===== src/rtl/fb_mem_arb_pkg.sv =====
// -----------------------------------------------------------------------------
// fb_mem_arb_pkg
// Shared definitions for the frame-buffer memory arbiter:
//   - request op encodings (OP_RD / OP_WR)
//   - arbiter FSM state encoding
//   - data / byte-enable widths and the out-of-range read pattern
//   - wrap_add(): modulo add used for round-robin index arithmetic
// -----------------------------------------------------------------------------
package fb_mem_arb_pkg;

    localparam int          DATA_W      = 32;
    localparam int          WBEN_W      = 4;
    localparam logic        OP_RD       = 1'b0;
    localparam logic        OP_WR       = 1'b1;
    localparam logic [31:0] RD_ERR_DATA = 32'hDEADBEEF;

    // Two-bit encoding so that the unused codes exist and recover to IDLE
    typedef enum logic [1:0] {
        IDLE    = 2'b00,
        RD_WAIT = 2'b01
    } state_t;

    // (base + off) mod n, valid for base < n and off <= n
    function automatic int wrap_add(input int base, input int off, input int n);
        return ((base + off) >= n) ? (base + off - n) : (base + off);
    endfunction

endpackage


===== src/rtl/fb_mem_arbiter_if.sv =====
// -----------------------------------------------------------------------------
// fb_mem_arbiter_if
// Bundles the engine request bus, the broadcast read-return bus and the
// frame-buffer RAM port of fb_mem_arbiter.
//   master : engine / RAM environment side (drives requests and mem_rdata)
//   slave  : arbiter side (drives grants, read returns and the RAM command)
// Parameters: NUM_REQ (requesters), ADDR_W (word address width).
// -----------------------------------------------------------------------------
interface fb_mem_arbiter_if #(
    parameter int NUM_REQ = 2,
    parameter int ADDR_W  = 16
);
    logic [fb_mem_arb_pkg::DATA_W*NUM_REQ-1:0] req_data;
    logic [ADDR_W*NUM_REQ-1:0]                 req_addr;
    logic [fb_mem_arb_pkg::WBEN_W*NUM_REQ-1:0] req_wben;
    logic [NUM_REQ-1:0]                        req_op;
    logic [NUM_REQ-1:0]                        req_rts;
    logic [NUM_REQ-1:0]                        req_rtr;
    logic [fb_mem_arb_pkg::DATA_W-1:0]         bcast_data;
    logic [NUM_REQ-1:0]                        bcast_xfc;
    logic                                      mem_en;
    logic                                      mem_we;
    logic [fb_mem_arb_pkg::WBEN_W-1:0]         mem_wben;
    logic [ADDR_W-1:0]                         mem_addr;
    logic [fb_mem_arb_pkg::DATA_W-1:0]         mem_wdata;
    logic [fb_mem_arb_pkg::DATA_W-1:0]         mem_rdata;
    logic                                      range_err;

    modport master (
        output req_data, req_addr, req_wben, req_op, req_rts, mem_rdata,
        input  req_rtr, bcast_data, bcast_xfc, mem_en, mem_we, mem_wben,
               mem_addr, mem_wdata, range_err
    );

    modport slave (
        input  req_data, req_addr, req_wben, req_op, req_rts, mem_rdata,
        output req_rtr, bcast_data, bcast_xfc, mem_en, mem_we, mem_wben,
               mem_addr, mem_wdata, range_err
    );

endinterface


===== src/rtl/fb_mem_arbiter_rr_arbiter.sv =====
// -----------------------------------------------------------------------------
// rr_arbiter
// Combinational round-robin picker. Scans req starting at ptr, wrapping modulo
// NUM_REQ, and reports the first requester found.
//   req : request vector          ptr : scan start index
//   en  : grant enable            gnt : one-hot grant (0 when en is low)
//   idx : binary index of the first requester found
// -----------------------------------------------------------------------------
module rr_arbiter
    import fb_mem_arb_pkg::*;
#(
    parameter int NUM_REQ = 2,
    parameter int IDX_W   = (NUM_REQ > 1) ? $clog2(NUM_REQ) : 1
) (
    input  logic [NUM_REQ-1:0] req,
    input  logic [IDX_W-1:0]   ptr,
    input  logic               en,
    output logic [NUM_REQ-1:0] gnt,
    output logic [IDX_W-1:0]   idx
);

    logic found_s;
    int   cand_s;

    // First-set scan from ptr upward with wrap-around
    always_comb begin
        gnt     = '0;
        idx     = '0;
        found_s = 1'b0;
        cand_s  = 0;
        for (int k = 0; k < NUM_REQ; k++) begin
            cand_s = wrap_add(int'(ptr), k, NUM_REQ);
            if (!found_s && req[cand_s]) begin
                gnt[cand_s] = en;
                idx         = IDX_W'(cand_s);
                found_s     = 1'b1;
            end else begin
                found_s = found_s;
            end
        end
    end

endmodule


===== src/rtl/fb_mem_arbiter.sv =====
// -----------------------------------------------------------------------------
// fb_mem_arbiter
// Responder for the drawing-engine memory request bus. Grants one request per
// cycle round-robin, drives a synchronous frame-buffer RAM port and returns
// read data on a shared broadcast bus with a per-requester xfc strobe.
// Only one read is outstanding; grants are withheld while it is in flight.
// Ports:
//   clk, rst : clock, asynchronous active-high reset
//   bus      : fb_mem_arbiter_if.slave (requests, read return, RAM port,
//              range_err)
// Optional build macro FB_MEM_ARB_RANGE_CHK_EN: addresses >= FB_DEPTH are
// still granted but never reach the RAM; reads return RD_ERR_DATA and the
// sticky range_err flag is set. Without it range_err stays 0.
// -----------------------------------------------------------------------------
module fb_mem_arbiter
    import fb_mem_arb_pkg::*;
#(
    parameter int NUM_REQ  = 2,
    parameter int ADDR_W   = 16,
    parameter int MEM_LAT  = 1,
    parameter int FB_DEPTH = 19200
) (
    input  logic            clk,
    input  logic            rst,
    fb_mem_arbiter_if.slave bus
);

    localparam int IDX_W = (NUM_REQ > 1) ? $clog2(NUM_REQ) : 1;
    localparam int CNT_W = 3;
`ifdef FB_MEM_ARB_RANGE_CHK_EN
    localparam logic RANGE_CHK = 1'b1;
`else
    localparam logic RANGE_CHK = 1'b0;
`endif

    state_t              state_r;
    logic [IDX_W-1:0]    ptr_r;
    logic [IDX_W-1:0]    rd_win_r;
    logic [CNT_W-1:0]    cnt_r;
    logic                rd_err_r;
    logic [NUM_REQ-1:0]  gnt_s;
    logic [IDX_W-1:0]    win_idx_s;
    logic                arb_en_s;
    logic                xfer_s;
    logic [DATA_W-1:0]   win_data_s;
    logic [ADDR_W-1:0]   win_addr_s;
    logic [WBEN_W-1:0]   win_wben_s;
    logic                win_op_s;
    logic                oor_s;
    logic                mem_en_r;
    logic                mem_we_r;
    logic [WBEN_W-1:0]   mem_wben_r;
    logic [ADDR_W-1:0]   mem_addr_r;
    logic [DATA_W-1:0]   mem_wdata_r;
    logic [DATA_W-1:0]   bcast_data_r;
    logic [NUM_REQ-1:0]  bcast_xfc_r;
    logic                range_err_r;

    // Grants only in IDLE; held off during reset so every output reads 0
    assign arb_en_s = (state_r == IDLE) && !rst;

    rr_arbiter #(
        .NUM_REQ (NUM_REQ),
        .IDX_W   (IDX_W)
    ) u_rr_arbiter (
        .req (bus.req_rts),
        .ptr (ptr_r),
        .en  (arb_en_s),
        .gnt (gnt_s),
        .idx (win_idx_s)
    );

    assign xfer_s = |gnt_s;

    // Select the winning requester's fields and classify its address
    always_comb begin
        win_data_s = bus.req_data[int'(win_idx_s)*DATA_W +: DATA_W];
        win_addr_s = bus.req_addr[int'(win_idx_s)*ADDR_W +: ADDR_W];
        win_wben_s = bus.req_wben[int'(win_idx_s)*WBEN_W +: WBEN_W];
        win_op_s   = bus.req_op[win_idx_s];
        oor_s      = RANGE_CHK && (32'(win_addr_s) >= 32'(FB_DEPTH));
    end

    // Read-return FSM, round-robin pointer and sticky range flag
    always_ff @(posedge clk or posedge rst) begin
        if (rst) begin
            state_r      <= IDLE;
            ptr_r        <= '0;
            rd_win_r     <= '0;
            cnt_r        <= '0;
            rd_err_r     <= 1'b0;
            bcast_data_r <= '0;
            bcast_xfc_r  <= '0;
            range_err_r  <= 1'b0;
        end else begin
            bcast_xfc_r <= '0;
            range_err_r <= range_err_r | (xfer_s & oor_s);
            case (state_r)
                IDLE: begin
                    if (xfer_s) begin
                        ptr_r <= IDX_W'(wrap_add(int'(win_idx_s), 1, NUM_REQ));
                        if (win_op_s == OP_RD) begin
                            state_r  <= RD_WAIT;
                            rd_win_r <= win_idx_s;
                            cnt_r    <= CNT_W'(MEM_LAT);
                            rd_err_r <= oor_s;
                        end else begin
                            state_r <= IDLE;
                        end
                    end else begin
                        state_r <= IDLE;
                    end
                end
                RD_WAIT: begin
                    // Data is captured on the 1->0 step, so xfc is visible
                    // while cnt_r==0 and grants resume the cycle after it
                    if (cnt_r == '0) begin
                        state_r <= IDLE;
                    end else begin
                        state_r <= RD_WAIT;
                        cnt_r   <= cnt_r - CNT_W'(1);
                        if (cnt_r == CNT_W'(1)) begin
                            bcast_data_r          <= rd_err_r ? RD_ERR_DATA : bus.mem_rdata;
                            bcast_xfc_r[rd_win_r] <= 1'b1;
                        end else begin
                            bcast_data_r <= bcast_data_r;
                        end
                    end
                end
                default: begin
                    state_r <= IDLE;
                end
            endcase
        end
    end

    // Registered RAM command: one access the cycle after each transfer
    always_ff @(posedge clk or posedge rst) begin
        if (rst) begin
            mem_en_r    <= 1'b0;
            mem_we_r    <= 1'b0;
            mem_wben_r  <= '0;
            mem_addr_r  <= '0;
            mem_wdata_r <= '0;
        end else begin
            mem_en_r <= xfer_s & ~oor_s;
            mem_we_r <= xfer_s & ~oor_s & (win_op_s == OP_WR);
            if (xfer_s) begin
                mem_wben_r  <= win_wben_s;
                mem_addr_r  <= win_addr_s;
                mem_wdata_r <= win_data_s;
            end else begin
                mem_wben_r  <= mem_wben_r;
                mem_addr_r  <= mem_addr_r;
                mem_wdata_r <= mem_wdata_r;
            end
        end
    end

    assign bus.req_rtr    = gnt_s;
    assign bus.bcast_data = bcast_data_r;
    assign bus.bcast_xfc  = bcast_xfc_r;
    assign bus.mem_en     = mem_en_r;
    assign bus.mem_we     = mem_we_r;
    assign bus.mem_wben   = mem_wben_r;
    assign bus.mem_addr   = mem_addr_r;
    assign bus.mem_wdata  = mem_wdata_r;
    assign bus.range_err  = range_err_r;

endmodule


===== src/flat_wrapper.sv =====
// flat-port wrapper written by rule: the top's interface ports become plain ports
module fb_mem_arbiter_flat import fb_mem_arb_pkg::*;
#(
    parameter int NUM_REQ  = 2,
    parameter int ADDR_W   = 16,
    parameter int MEM_LAT  = 1,
    parameter int FB_DEPTH = 19200
)
  (clk, rst, bus_req_data, bus_req_addr, bus_req_wben, bus_req_op, bus_req_rts, bus_mem_rdata, bus_req_rtr, bus_bcast_data, bus_bcast_xfc, bus_mem_en, bus_mem_we, bus_mem_wben, bus_mem_addr, bus_mem_wdata, bus_range_err);
  fb_mem_arbiter_if #(.NUM_REQ(NUM_REQ), .ADDR_W(ADDR_W)) bus_i ();
  input  logic clk;
  input  logic rst;
  input wire logic [$bits(bus_i.req_data)-1:0] bus_req_data;
  input wire logic [$bits(bus_i.req_addr)-1:0] bus_req_addr;
  input wire logic [$bits(bus_i.req_wben)-1:0] bus_req_wben;
  input wire logic [$bits(bus_i.req_op)-1:0] bus_req_op;
  input wire logic [$bits(bus_i.req_rts)-1:0] bus_req_rts;
  input wire logic [$bits(bus_i.mem_rdata)-1:0] bus_mem_rdata;
  output wire logic [$bits(bus_i.req_rtr)-1:0] bus_req_rtr;
  output wire logic [$bits(bus_i.bcast_data)-1:0] bus_bcast_data;
  output wire logic [$bits(bus_i.bcast_xfc)-1:0] bus_bcast_xfc;
  output wire logic [$bits(bus_i.mem_en)-1:0] bus_mem_en;
  output wire logic [$bits(bus_i.mem_we)-1:0] bus_mem_we;
  output wire logic [$bits(bus_i.mem_wben)-1:0] bus_mem_wben;
  output wire logic [$bits(bus_i.mem_addr)-1:0] bus_mem_addr;
  output wire logic [$bits(bus_i.mem_wdata)-1:0] bus_mem_wdata;
  output wire logic [$bits(bus_i.range_err)-1:0] bus_range_err;
  assign bus_i.req_data = bus_req_data;
  assign bus_i.req_addr = bus_req_addr;
  assign bus_i.req_wben = bus_req_wben;
  assign bus_i.req_op = bus_req_op;
  assign bus_i.req_rts = bus_req_rts;
  assign bus_i.mem_rdata = bus_mem_rdata;
  assign bus_req_rtr = bus_i.req_rtr;
  assign bus_bcast_data = bus_i.bcast_data;
  assign bus_bcast_xfc = bus_i.bcast_xfc;
  assign bus_mem_en = bus_i.mem_en;
  assign bus_mem_we = bus_i.mem_we;
  assign bus_mem_wben = bus_i.mem_wben;
  assign bus_mem_addr = bus_i.mem_addr;
  assign bus_mem_wdata = bus_i.mem_wdata;
  assign bus_range_err = bus_i.range_err;
  fb_mem_arbiter #(.NUM_REQ(NUM_REQ), .ADDR_W(ADDR_W), .MEM_LAT(MEM_LAT), .FB_DEPTH(FB_DEPTH)) u_core (.clk(clk), .rst(rst), .bus(bus_i));
endmodule

===== config.mk =====
export PLATFORM = sky130hd
export DESIGN_NAME = fb_mem_arbiter_flat
export DESIGN_NICKNAME = d
export VERILOG_FILES = /design/src/rtl/fb_mem_arb_pkg.sv /design/src/rtl/fb_mem_arbiter_if.sv /design/src/rtl/fb_mem_arbiter_rr_arbiter.sv /design/src/rtl/fb_mem_arbiter.sv /design/src/flat_wrapper.sv
export SDC_FILE = /design/constraint.sdc
export NUM_CORES = 1
export LEC_CHECK = 0
export CAP_MARGIN = 5
export CORE_MARGIN = 3
export CORE_UTILIZATION = 41
export CTS_BUF_LIST = sky130_fd_sc_hd__clkbuf_2 sky130_fd_sc_hd__clkbuf_4 sky130_fd_sc_hd__clkbuf_8
export CTS_CLUSTER_SIZE = 8
export DETAILED_ROUTE_END_ITERATION = 10
export GPL_ROUTABILITY_DRIVEN = 0
export PLACE_DENSITY_LB_ADDON = 0.12
export SLEW_MARGIN = 15
export SYNTH_ARGS = -nofsm -noshare
export SYNTH_HDL_FRONTEND = slang
export SYNTH_SLANG_ARGS = --single-unit

===== constraint.sdc =====
create_clock -name clk -period 4.06 [get_ports clk]
set_input_delay 0.812 -clock clk [delete_from_list [all_inputs] [get_ports clk]]
set_output_delay 0.812 -clock clk [all_outputs]
set_load 0.01 [all_outputs]

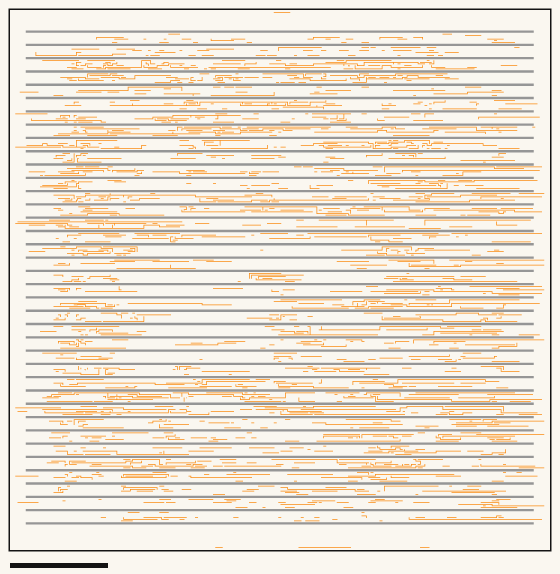
**Above:** run 1 (metal 1).
Scale bar: 20 µm. Supply wires on this layer in gray.
659 nets have wire on it. The longest straight run is 33.6 µm. The layer holds 41% of the routed length. The wires run mostly horizontal. The layer carries 5810 µm of wire.

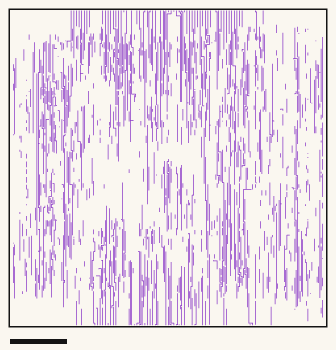
**Above:** run 1 (M2 wires).
Scale bar: 20 µm.
670 nets have wire on it. The layer carries 6790 µm of wire. The longest straight run is 56.4 µm.

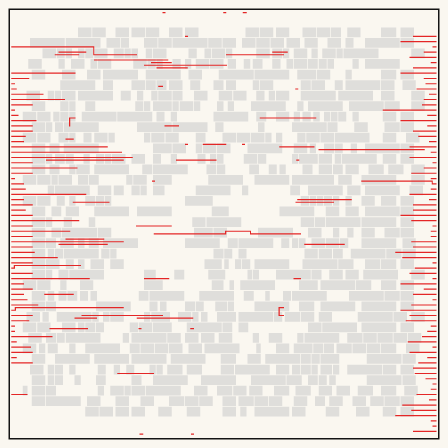
**Above:** run 1 (met3 routing).
The wires run mostly horizontal. 154 nets have wire on it. The longest straight run is 31.1 µm.

[run 1: area by class of cell]
type / count / area (µm²) / area share
clock inverters: 5 / 57.6 / 0.00821
clock buffers: 11 / 151 / 0.0216
flip-flops and latches: 94 / 2350 / 0.336
well taps: 136 / 170 / 0.0243
repair buffers: 239 / 2380 / 0.339
inverters: 5 / 20.0 / 0.00286
multi-input cells: 274 / 1880 / 0.268
[run 1: stage by stage]
stage          hold WS, ns  power [µW]  cell area, µm²
6_report             0.472        4550            7010
5_1_grt              0.488        4830            7010
4_1_cts              0.458        4590            7010
3_5_place_dp         0.445        3940            6800
3_3_place_gp         0.426        3880            6800
2_1_floorplan        0.416        2710            4480
[run 1: cell families (layout without fill, tap and decap cells)]
kind of cell               count (synthesis)  after routing
AOI/OAI and AO/OA                        169            169
adders and majority gates                  3              3
buffers and inverters                     52            260
DFF                                       94             94
muxes                                     32             32
other                                      1              1
and+or+nand+nor                           69             69
[run 1: where the power goes]
part           total (µW)  switching, µW  internal (µW)
combinational        2240            932           1310
sequential           1670            273           1390
clock                 648            329            319
total                4550           1530           3020
[run 1: sequential cells by signal, indices dropped and copies added, names as in the netlist]
name / cells
u_core.bus.mem_addr: 16
u_core.bus.bcast_xfc: 2
u_core.cnt_r: 3
u_core.state_r: 1
u_core.bus.mem_wdata: 32
u_core.bus.mem_wben: 4
u_core.bus.mem_we: 1
u_core.ptr_r: 1
u_core.rd_win_r: 1
u_core.bus.mem_en: 1
u_core.bus.bcast_data: 32
[run 1: cells in the final DEF, fill, tap and decap left out, types with 2 or more instances in the layout]
cell	netlist	layout
sky130_fd_sc_hd__ha_1	3	3
sky130_fd_sc_hd__buf_4	5	7
sky130_fd_sc_hd__mux2_2	32	32
sky130_fd_sc_hd__clkbuf_8	0	11
sky130_fd_sc_hd__dfrtp_1	94	94
sky130_fd_sc_hd__inv_1	4	3
sky130_fd_sc_hd__o21ai_0	53	53
sky130_fd_sc_hd__clkinv_2	0	3
sky130_fd_sc_hd__a21oi_1	56	56
sky130_fd_sc_hd__a21boi_0	3	3
sky130_fd_sc_hd__clkdlybuf4s50_1	0	230
sky130_fd_sc_hd__clkinv_4	0	2
sky130_fd_sc_hd__a31oi_1	54	54
sky130_fd_sc_hd__nand3b_1	53	53
[run 1: worst paths after layout]
| path | slack, ns | cells past startpoint | endpoint |
|---|---|---|---|
| worst max register to register | 1.70 | 4 | u_core.bus.mem_wdata[0]$_DFFE_PP0P_ |
| worst min register to register | 0.47 | 1 | u_core.bus.bcast_xfc[0]$_DFF_PP0_ |
| max in group asynchronous | 2.25 | 3 | u_core.bus.mem_wben[2]$_DFFE_PP0P_ |
| worst min-delay path | 0.47 | 1 | u_core.bus.bcast_xfc[0]$_DFF_PP0_ |
| worst max-delay path | 0.78 | 4 | bus_req_rtr[0] |
| min in group asynchronous | 1.08 | 2 | u_core.bus.bcast_data[2]$_DFFE_PP0P_ |
==> impl_report.txt, run 1 <==
FLOW METRICS REPORT
----------------------------------------------------
[Status]
  Result of the run ........................ completed

[Global route]
  Met1 usage in global routing ........................ 0.294
  Global-route wire length before repair ........................ 22700 µm
  Number of global-route vias before repair ........................ around 4200
  Initial antenna violation count ........................ 0

[Clock network]
  Clock tree sinks ........................ 94
  Setup repair bufs after CTS ........................ 0
  Number of gates given a new drive strength after cts ........................ 0

[Floorplan]
  Die height ........................ roughly 110 µm
  IO Pins ........................ 233
  Core Density at Floorplan ........................ 0.428

[Hold path]
  Hold Crit Class ........................ flop to flop

[Flow run]
  Max-cap violations ........................ 0
  Number of warnings in the stage logs ........................ 30

[Yosys]
  Cell Area, Synth ........................ ~0.0045 mm²
  Post-synthesis share of cell area spent on xor and xnor gates ........................ 0
  Register share after synthesis ........................ 0.525
  Top-count cell post-synth ........................ sky130_fd_sc_hd__dfrtp_1
  AND/OR/NAND/NOR Cells, Area Fraction ........................ 0.114
  Synthesized chip area reported by yosys ........................ about 0.0045 mm²
  Share of synthesized cell area in and-or and or-and compound cells ........................ 0.209
  Post-Syn Nets ........................ approximately 570

[STA]
  Clock period minus worst slack ........................ between 3 and 4 ns
  Endpoints failing hold ........................ 0
  Setup repair after global routing missed its margin ........................ no
  Max-slew violation count ........................ 0
  Setup TNS ........................ 0 ns

[Layout]
  Diode insertion count for antenna repair ........................ 0
  Share of final-layout standard cells stronger than drive strength 1 ........................ 0.105
  Number of cells in the finished layout apart from fillers ........................ around 760

[Route]
  DRC errors left ........................ 0
  Average routed wire per standard cell ........................ between 15 and 20 µm
  Via count of the routed design ........................ around 4200
  Total routed wirelength ........................ between 10000 and 15000 µm
  Met2 wire len ........................ ~6800 µm

[Placed design]
  Tally of buffers added on design ports ........................ 231
  Worst setup slack after placement ........................ about 0.78 ns
  Half-perimeter wire length after placement ........................ roughly 10000 µm

[Setup path]
  Critical path's largest stage delay ........................ 0.57 ns
  Crit path buffers/inverters ........................ 2
  Required time of the worst setup path ........................ around 3.3 ns
  Biggest fanout along the worst timing path ........................ 4

[Power and ir drop]
  Power density relative to cell area ........................ between 600 and 700 mW/mm²

----------------------------------------------------
**Run 1: met4 routing**

Scale bar: 20 µm. Supply wires on this layer in gray.
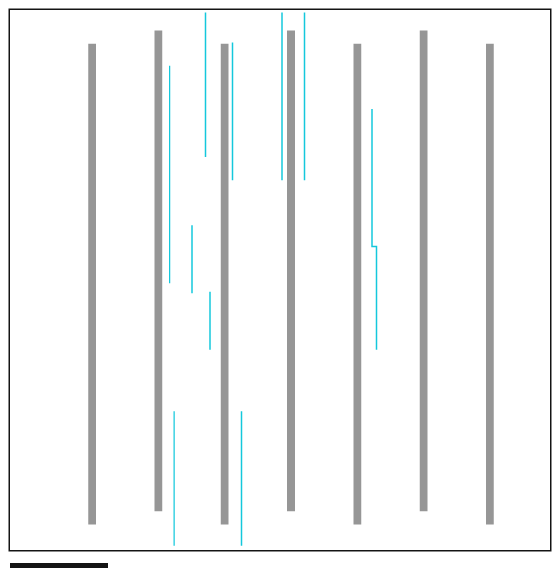

==> run 1 -> run 2 <==
- CORE_UTILIZATION: 41 -> 37
- clock period: 4.06 -> 2.95 ns (I/O delays scaled with it)
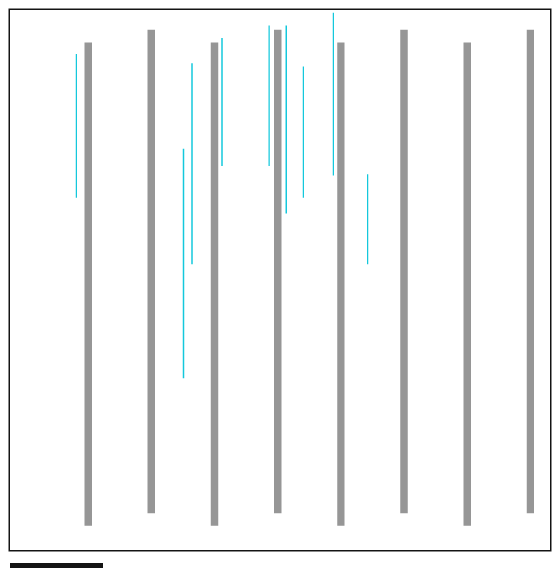
**Above:** run 2 (met4 routing).
Scale bar: 20 µm. Supply wires on this layer in gray.
The longest straight run is 49.0 µm. The layer holds 2.1% of the routed length. The wires run mostly vertical. The layer carries 301 µm of wire. 8 nets have wire on it.

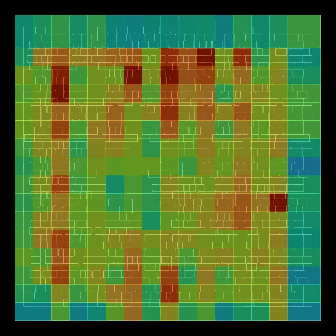
**Above:** run 2 (congestion heat map).
average routed wire per standard cell: 18.7 µm
utilization after layout: 0.609
met1 usage in global routing: 0.272
total routing resource utilization after global routing: 0.211
highest-utilization routing layer at the global route stage: met2

==> run 2 against run 1 <==
  * Clock power rose by 33%
  * Synthesized area unchanged
  * Power grew 38%
  * Sequential power rose by 37%
  * Non-clock buffer count increased by 5
  * Critical path type unchanged
  * Utilization shrank 6.1 points
==> impl_report.txt, run 2 <==
FLOW METRICS REPORT
----------------------------------------------------
[Clock network]
  Root Driver ........................ sky130_fd_sc_hd__clkbuf_8
  Clock transition at the register clock pins on the worst setup and hold paths after CTS ........................ roughly 0.090 ns
  Number of buffers added to fix hold violations after cts ........................ 0
  Number of gates given a new drive strength after cts ........................ 0 (unchanged)
  Setup repair bufs after CTS ........................ 0 (unchanged)
  Clk ins delay skew pair ........................ roughly 0.35 ns
  CTS HTree Levels ........................ 3
  Buffers from clock root to sink, at most ........................ 2
  Clock tree sinks ........................ 94 (unchanged)
  Number of buffers created by CTS ........................ 9
  CTS tree ........................ done

[STA]
  Setup repair after global routing missed its margin ........................ no
  Setup slack of the critical path after layout ........................ about 0.14 ns
  Worst clock skew ........................ about 0.0075 ns
  Max-slew violation count ........................ 0 (unchanged)
  Worst-margin pin slew ........................ around 0.75 ns
  Setup TNS ........................ 0 ns (unchanged)
  Final cycle utilization of the critical path ........................ 0.951
  Endpoints failing hold ........................ 0 (unchanged)
  Clock period minus worst slack ........................ about 2.8 ns
  Maximum achievable frequency ........................ approximately 360 MHz

[Floorplan]
  Core Density at Floorplan ........................ 0.385 (-0.0424)
  Core area ........................ 0.0116 mm²
  Horizontal die dimension ........................ around 120 µm
  Standard-cell row count ........................ 39
  Die outline area ........................ 0.0135 mm²
  Die height ........................ 116 µm (+5.0%)
  IO Pins ........................ 233 (unchanged)

[Yosys]
  Yosys top cell by area ........................ sky130_fd_sc_hd__dfrtp_1
  Total of flip-flops plus latches after synthesis ........................ between 90 and 100
  Distinct lib cells used ........................ 32
  Top-count cell post-synth ........................ sky130_fd_sc_hd__dfrtp_1
  Synthesized chip area reported by yosys ........................ 0.00448 mm² (unchanged)
  Register share after synthesis ........................ 0.525 (unchanged)
  Post-synth top cells ........................ 94 x sky130_fd_sc_hd__dfrtp_1, 56 x sky130_fd_sc_hd__a21oi_1, 54 x sky130_fd_sc_hd__a31oi_1
  Top-area cell share ........................ 0.525
  Cell Area, Synth ........................ 0.00448 mm² (unchanged)
  Post-synth tally of flip-flops with integrated enable ........................ 0
  Fraction of synthesis flops using an asynchronous set or reset pin ........................ 1.00
  Post-Syn Nets ........................ 565 (unchanged)
  Ys Warns ........................ 0
  Mapped Cells ........................ roughly 420
  Most common flop cell mapped by yosys ........................ sky130_fd_sc_hd__dfrtp_1
  Total cells reported by yosys after synthesis ........................ between 400 and 500

[Placed design]
  Half-perimeter wire length after placement ........................ 10400 µm (+5.7%)
  Worst setup slack after placement ........................ 0.177 ns (-0.599 ns)
  Tally of buffers added on design ports ........................ 231 (unchanged)

[Setup path]
  Cell at the slowest stage of the critical path ........................ sky130_fd_sc_hd__clkdlybuf4s50_1
  CP Cell Sequence ........................ clkdlybuf4s50_1 > or3b_1 > a21oi_1 > clkdlybuf4s50_1
  Startpoint type of the worst setup path ........................ input pin
  Crit Path Category ........................ input pin to primary output
  Worst Path Arrival ........................ ~2.2 ns
  Required time of the worst setup path ........................ 2.36 ns (-0.89 ns)
  Biggest fanout along the worst timing path ........................ 4 (unchanged)
  Crit path buffers/inverters ........................ 2 (unchanged)
  Critical path's largest stage delay ........................ 0.56 ns (about the same)
  Cell with the most instances on the worst path ........................ sky130_fd_sc_hd__clkdlybuf4s50_1
  Family of cells with the greatest summed delay on the critical path ........................ buffers and inverters

[Global route]
  Initial antenna violation count ........................ 0 (unchanged)
  Congestion Overflow GR ........................ 0
  Largest net degree at the start of global routing ........................ between 80 and 90
  Global-route wire length before repair ........................ 22500 µm (-1.1%)
  Number of global-route vias before repair ........................ 4278 (+1.1%)

[Hold path]
  Hold Crit Class ........................ flop to flop

[Layout]
  Share of final-layout standard cells stronger than drive strength 1 ........................ 0.112 (+0.00707)
  Final Net Count ........................ slightly below 800
  Diode insertion count for antenna repair ........................ 0 (unchanged)
  Synth-to-layout area growth ........................ 57.9%
  Top cell excl fill/tap ........................ sky130_fd_sc_hd__clkdlybuf4s50_1
  Commonest cells after routing, fill and taps aside ........................ 230 x sky130_fd_sc_hd__clkdlybuf4s50_1, 94 x sky130_fd_sc_hd__dfrtp_1, 56 x sky130_fd_sc_hd__a21oi_1
  Number of fill cells ........................ ~1100

[Power and ir drop]
  Cell leakage power ........................ 0.00271 µW
  IR drop worst, VDD ........................ approximately 0.00037 V
  Power density relative to cell area ........................ 886 mW/mm² (+36%)

[Route]
  Violation count after the first detailed-route iteration ........................ about 250
  Via count normalized by instance count ........................ 5.45
  Total routed wirelength ........................ 14500 µm (+2.6%)
  Detailed-router iteration count before antenna repair ........................ 4
  Via count of the routed design ........................ 4228 (+0.93%)
  Detail Route Antenna Nets ........................ 0
  DRC errors left ........................ 0 (unchanged)

[Flow run]
  Number of warnings in the stage logs ........................ 28 (-6.7%)
  Max-cap violations ........................ 0 (unchanged)

[Status]
  Result of the run ........................ completed

----------------------------------------------------
[run 2: cell count changes in the layout (fill, tap and decap cells not counted), sizes merged]
cell      before  now
clkinvlp       0    2
clkbuf        11   12
buf            9   14
clkinv         5    2
[run 2: metrics by stage]
step	cell area [µm²]	utilization	total power [µW]	hold WS [ns]	std cells
global route	7070	0.609	6690	0.488	776
CTS	7070	0.609	6340	0.476	776
finish	7070	0.609	6260	0.477	776
global placement	6880	0.592	5370	0.441	760
floorplan	4480	-	3730	0.416	420
detailed placement	6880	0.592	5460	0.468	760
[run 2: routing by layer]
metal  vias up  part of all wire  track usage
li1       1959                 -            -
met1      2048              0.42        0.272
met2       199              0.47        0.340
met3        22             0.089       0.0632
met4         0             0.021       0.0758
met5         -                 0            0
[run 2: final cells by class]
cell class,count,area (µm²),area share
Multi-Input combinational cell,274,1880,0.266
Clock buffer,12,146,0.0207
Timing Repair Buffer,244,2440,0.345
Tap cell,143,179,0.0253
Sequential cell,94,2350,0.333
Clock inverter,4,47.5,0.00673
Inverter,5,22.5,0.00319
[run 2: worst paths after layout]
check | from | end | slack, ns | cells after the start
worst max-delay path | bus_req_rts[0] | bus_req_rtr[0] | 0.14 | 4
worst min-delay path | u_core.rd_win_r$_DFFE_PP0P_ | u_core.bus.bcast_xfc[0]$_DFF_PP0_ | 0.48 | 1
worst max register to register | u_core.cnt_r[0]$_DFFE_PP0P_ | u_core.bus.bcast_data[23]$_DFFE_PP0P_ | 1.02 | 5
worst min register to register | u_core.rd_win_r$_DFFE_PP0P_ | u_core.bus.bcast_xfc[0]$_DFF_PP0_ | 0.48 | 1
max in group asynchronous | rst | u_core.bus.mem_wdata[11]$_DFFE_PP0P_ | 1.50 | 4
min in group asynchronous | rst | u_core.bus.mem_wdata[12]$_DFFE_PP0P_ | 0.84 | 3
[run 2: kinds of logic (layout without fill, tap and decap cells)]
group | Yosys count | after routing | synth area share
other cells | 1 | 1 | 0.000838
flops | 94 | 94 | 0.525
mux | 32 | 32 | 0.0805
simple gates | 69 | 69 | 0.114
fa+ha+maj | 3 | 3 | 0.00839
compound gates | 169 | 169 | 0.209
buf+inv | 52 | 265 | 0.0618
[run 2: report_power, final]
part / switching (µW) / total (µW) / internal [µW] / leakage [µW]
Combinational: 1290 / 3110 / 1820 / 0.00154
Sequential: 371 / 2290 / 1920 / 0.00107
Clock: 445 / 864 / 419 / 0.000101
**Run 2: metal 1**

Scale bar: 20 µm. Supply wires on this layer in gray.
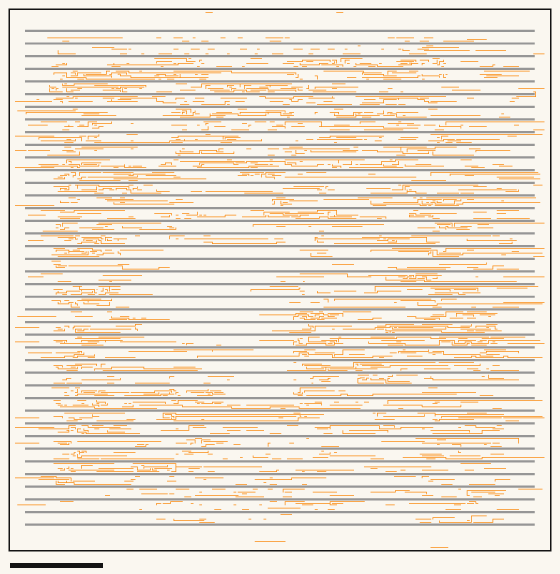

==> run 2 -> run 3 <==
- PLACE_DENSITY: unset -> 0.79
- PLACE_DENSITY_LB_ADDON: 0.12 -> unset
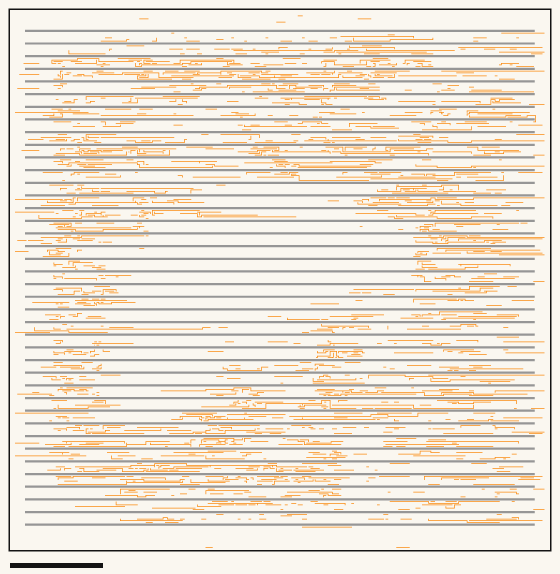
**Above:** run 3 (metal 1).
Scale bar: 20 µm. Supply wires on this layer in gray.
The layer holds 41% of the routed length. The layer carries 5600 µm of wire. 663 nets have wire on it. The longest straight run is 29.2 µm. The wires run mostly horizontal.

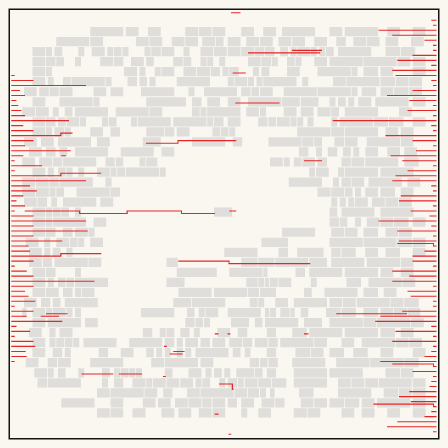
**Above:** run 3 (met3 routing).
The layer holds 8.4% of the routed length. The longest straight run is 27.8 µm. The wires run mostly horizontal.

==> run 3 against run 2 <==
  * Cell count decreased by 0.13%
  * Critical endpoint unchanged
  * Routed wire length down 5.1%
  * Sequential power is essentially flat
  * Largest power group unchanged
  * Highest routed layer unchanged
  * Clock power up 9.5%
  * Non-clock buffer count down 1
  * Synthesized area stayed put
==> impl_report.txt, run 3 <==
FLOW METRICS REPORT
----------------------------------------------------
[Setup path]
  Cell at the slowest stage of the critical path ........................ sky130_fd_sc_hd__clkdlybuf4s50_1
  Crit path buffers/inverters ........................ 2 (unchanged)
  Required time of the worst setup path ........................ 2.36 ns (about the same)
  Cell with the most instances on the worst path ........................ sky130_fd_sc_hd__clkdlybuf4s50_1
  Startpoint type of the worst setup path ........................ input pin
  CP Cell Sequence ........................ clkdlybuf4s50_1 > or3b_1 > a21oi_1 > clkdlybuf4s50_1
  Biggest fanout along the worst timing path ........................ 4 (unchanged)
  Critical path's largest stage delay ........................ 0.55 ns (about the same)
  Crit Path Category ........................ input pin to primary output
  Worst Path Arrival ........................ 2.14 ns (-0.08 ns)
  Family of cells with the greatest summed delay on the critical path ........................ buffers and inverters
  R2R setup slack ........................ 1.00 ns (-0.02 ns)

[Route]
  DRC errors left ........................ 0 (unchanged)
  Total routed wirelength ........................ 13800 µm (-5.1%)
  Via count of the routed design ........................ 4193 (-0.83%)
  Violation count after the first detailed-route iteration ........................ 268 (+8.9%)
  Detailed-router iteration count before antenna repair ........................ 4 (unchanged)

[Placed design]
  Placed instance area ........................ 0.00686 mm² (-0.29%)
  Tally of buffers added on design ports ........................ 231 (unchanged)

[STA]
  Worst-margin pin slew ........................ 1.03 ns (+0.270 ns)
  Endpoints failing hold ........................ 0 (unchanged)
  Worst clock skew ........................ 0.0114 ns (+0.00394 ns)

[Layout]
  Top cell excl fill/tap ........................ sky130_fd_sc_hd__clkdlybuf4s50_1
  Final Net Count ........................ 772 (-0.13%)
  Share of final-layout standard cells stronger than drive strength 1 ........................ 0.111 (-0.00140)
  Area of all placed cells without fillers ........................ 0.00708 mm² (about the same)
  Commonest cells after routing, fill and taps aside ........................ 230 x sky130_fd_sc_hd__clkdlybuf4s50_1, 94 x sky130_fd_sc_hd__dfrtp_1, 56 x sky130_fd_sc_hd__a21oi_1
  Diode insertion count for antenna repair ........................ 0 (unchanged)
  Area used by sequential logic in the layout ........................ 0.00235 mm² (unchanged)
  Number of fill cells ........................ 966 (-8.2%)

[Clock network]
  Clk ins delay skew pair ........................ 0.36 ns (about the same)
  Number of gates given a new drive strength after cts ........................ 0 (unchanged)
  Clock tree sinks ........................ 94 (unchanged)
  Setup repair bufs after CTS ........................ 0 (unchanged)
  CTS tree ........................ done
  CTS HTree Levels ........................ 3 (unchanged)
  Number of buffers added to fix hold violations after cts ........................ 0 (unchanged)
  Buffers from clock root to sink, at most ........................ 2 (unchanged)

[Power and ir drop]
  Power density relative to cell area ........................ 893 mW/mm² (+0.84%)
  IR drop worst, VDD ........................ 0.000349 V (-6.7%)

[Global route]
  Number of global-route vias before repair ........................ 4264 (-0.33%)
  Global-route wire length before repair ........................ 21200 µm (-5.7%)
  Total routing resource utilization after global routing ........................ 0.198 (-0.0134)
  Initial antenna violation count ........................ 0 (unchanged)
  Global routing met2 resource utilization ........................ 0.355 (+0.0153)
  Congestion Overflow GR ........................ 0 (unchanged)

[Floorplan]
  Horizontal die dimension ........................ 116 µm (unchanged)
  Standard-cell row count ........................ 39 (unchanged)
  Die height ........................ 116 µm (unchanged)
  Core Density at Floorplan ........................ 0.385 (unchanged)

[Yosys]
  Cell Area, Synth ........................ 0.00448 mm² (unchanged)
  Mapped Cells ........................ 420 (unchanged)
  Distinct lib cells used ........................ 32 (unchanged)
  Register share after synthesis ........................ 0.525 (unchanged)
  Fraction of synthesis flops using an asynchronous set or reset pin ........................ 1.00 (unchanged)
  Post-synth top cells ........................ 94 x sky130_fd_sc_hd__dfrtp_1, 56 x sky130_fd_sc_hd__a21oi_1, 54 x sky130_fd_sc_hd__a31oi_1
  Post-Syn Nets ........................ 565 (unchanged)
  Post-synth tally of flip-flops with integrated enable ........................ 0 (unchanged)
  Top-area cell share ........................ 0.525 (unchanged)

[Status]
  Result of the run ........................ completed

[Flow run]
  Max-cap violations ........................ 0 (unchanged)

----------------------------------------------------
run 3: metrics by stage:
| stage | total power (µW) | setup slack, ns | utilization | cells |
|---|---|---|---|---|
| global placement | 5320 | 0.205 | 0.590 | 759 |
| detailed placement | 5440 | 0.212 | 0.590 | 759 |
| finish | 6320 | 0.223 | 0.609 | 775 |
| global route | 6730 | 0.146 | 0.609 | 775 |
| floorplan | 3730 | 1.01 | - | 420 |
| CTS | 6390 | 0.212 | 0.609 | 775 |
run 3: worst register-to-register path, cell delays in order (launching register included):
cell,delay [ns]
sky130_fd_sc_hd__dfrtp_1,0.40
sky130_fd_sc_hd__inv_1,0.09
sky130_fd_sc_hd__ha_1,0.26
sky130_fd_sc_hd__nor4bb_4,0.26
sky130_fd_sc_hd__buf_4,0.42
sky130_fd_sc_hd__mux2_2,0.41
run 3: metal layers:
layer | share of wire | vias to the layer above
met1 | 0.41 | 2042
li1 | - | 1956
met2 | 0.50 | 183
met3 | 0.084 | 12
met4 | 0.010 | 0
met5 | 0 | -
run 3: path summary, 6_finish.rpt:
path                                        startpoint                              endpoint  cells past startpoint
max                                     bus_req_rts[0]                        bus_req_rtr[0]                      4
min                        u_core.rd_win_r$_DFFE_PP0P_     u_core.bus.bcast_xfc[0]$_DFF_PP0_                      1
max reg2reg                u_core.cnt_r[0]$_DFFE_PP0P_  u_core.bus.bcast_data[2]$_DFFE_PP0P_                      5
min reg2reg                u_core.rd_win_r$_DFFE_PP0P_     u_core.bus.bcast_xfc[0]$_DFF_PP0_                      1
max in group asynchronous                          rst  u_core.bus.bcast_data[0]$_DFFE_PP0P_                      4
min in group asynchronous                          rst   u_core.bus.mem_addr[13]$_DFFE_PP0P_                      3
run 3: where the power goes:
group	internal (µW)	total (µW)	leakage, µW	switching [µW]
combinational	1810	3090	0.00153	1290
clock	482	946	0.000114	463
sequential	1920	2280	0.00107	366
total	4210	6320	0.00272	2120
run 3: cell families (layout without fill, tap and decap cells):
group	after synthesis	count (layout)	synth area share
compound gates	169	169	0.209
flops	94	94	0.525
simple gates	69	69	0.114
buf+inv	52	264	0.0618
mux	32	32	0.0805
fa+ha+maj	3	3	0.00839
other cells	1	1	0.000838
run 3: area by class of cell:
| class | count | share of cell area |
|---|---|---|
| timing repair buffer | 243 | 0.342 |
| multi-input combinational | 274 | 0.266 |
| clock inverter | 7 | 0.0136 |
| tap | 143 | 0.0253 |
| sequential | 94 | 0.332 |
| inverter | 5 | 0.00318 |
| clock buffer | 9 | 0.0175 |
Power and IR drop assume default switching activity.
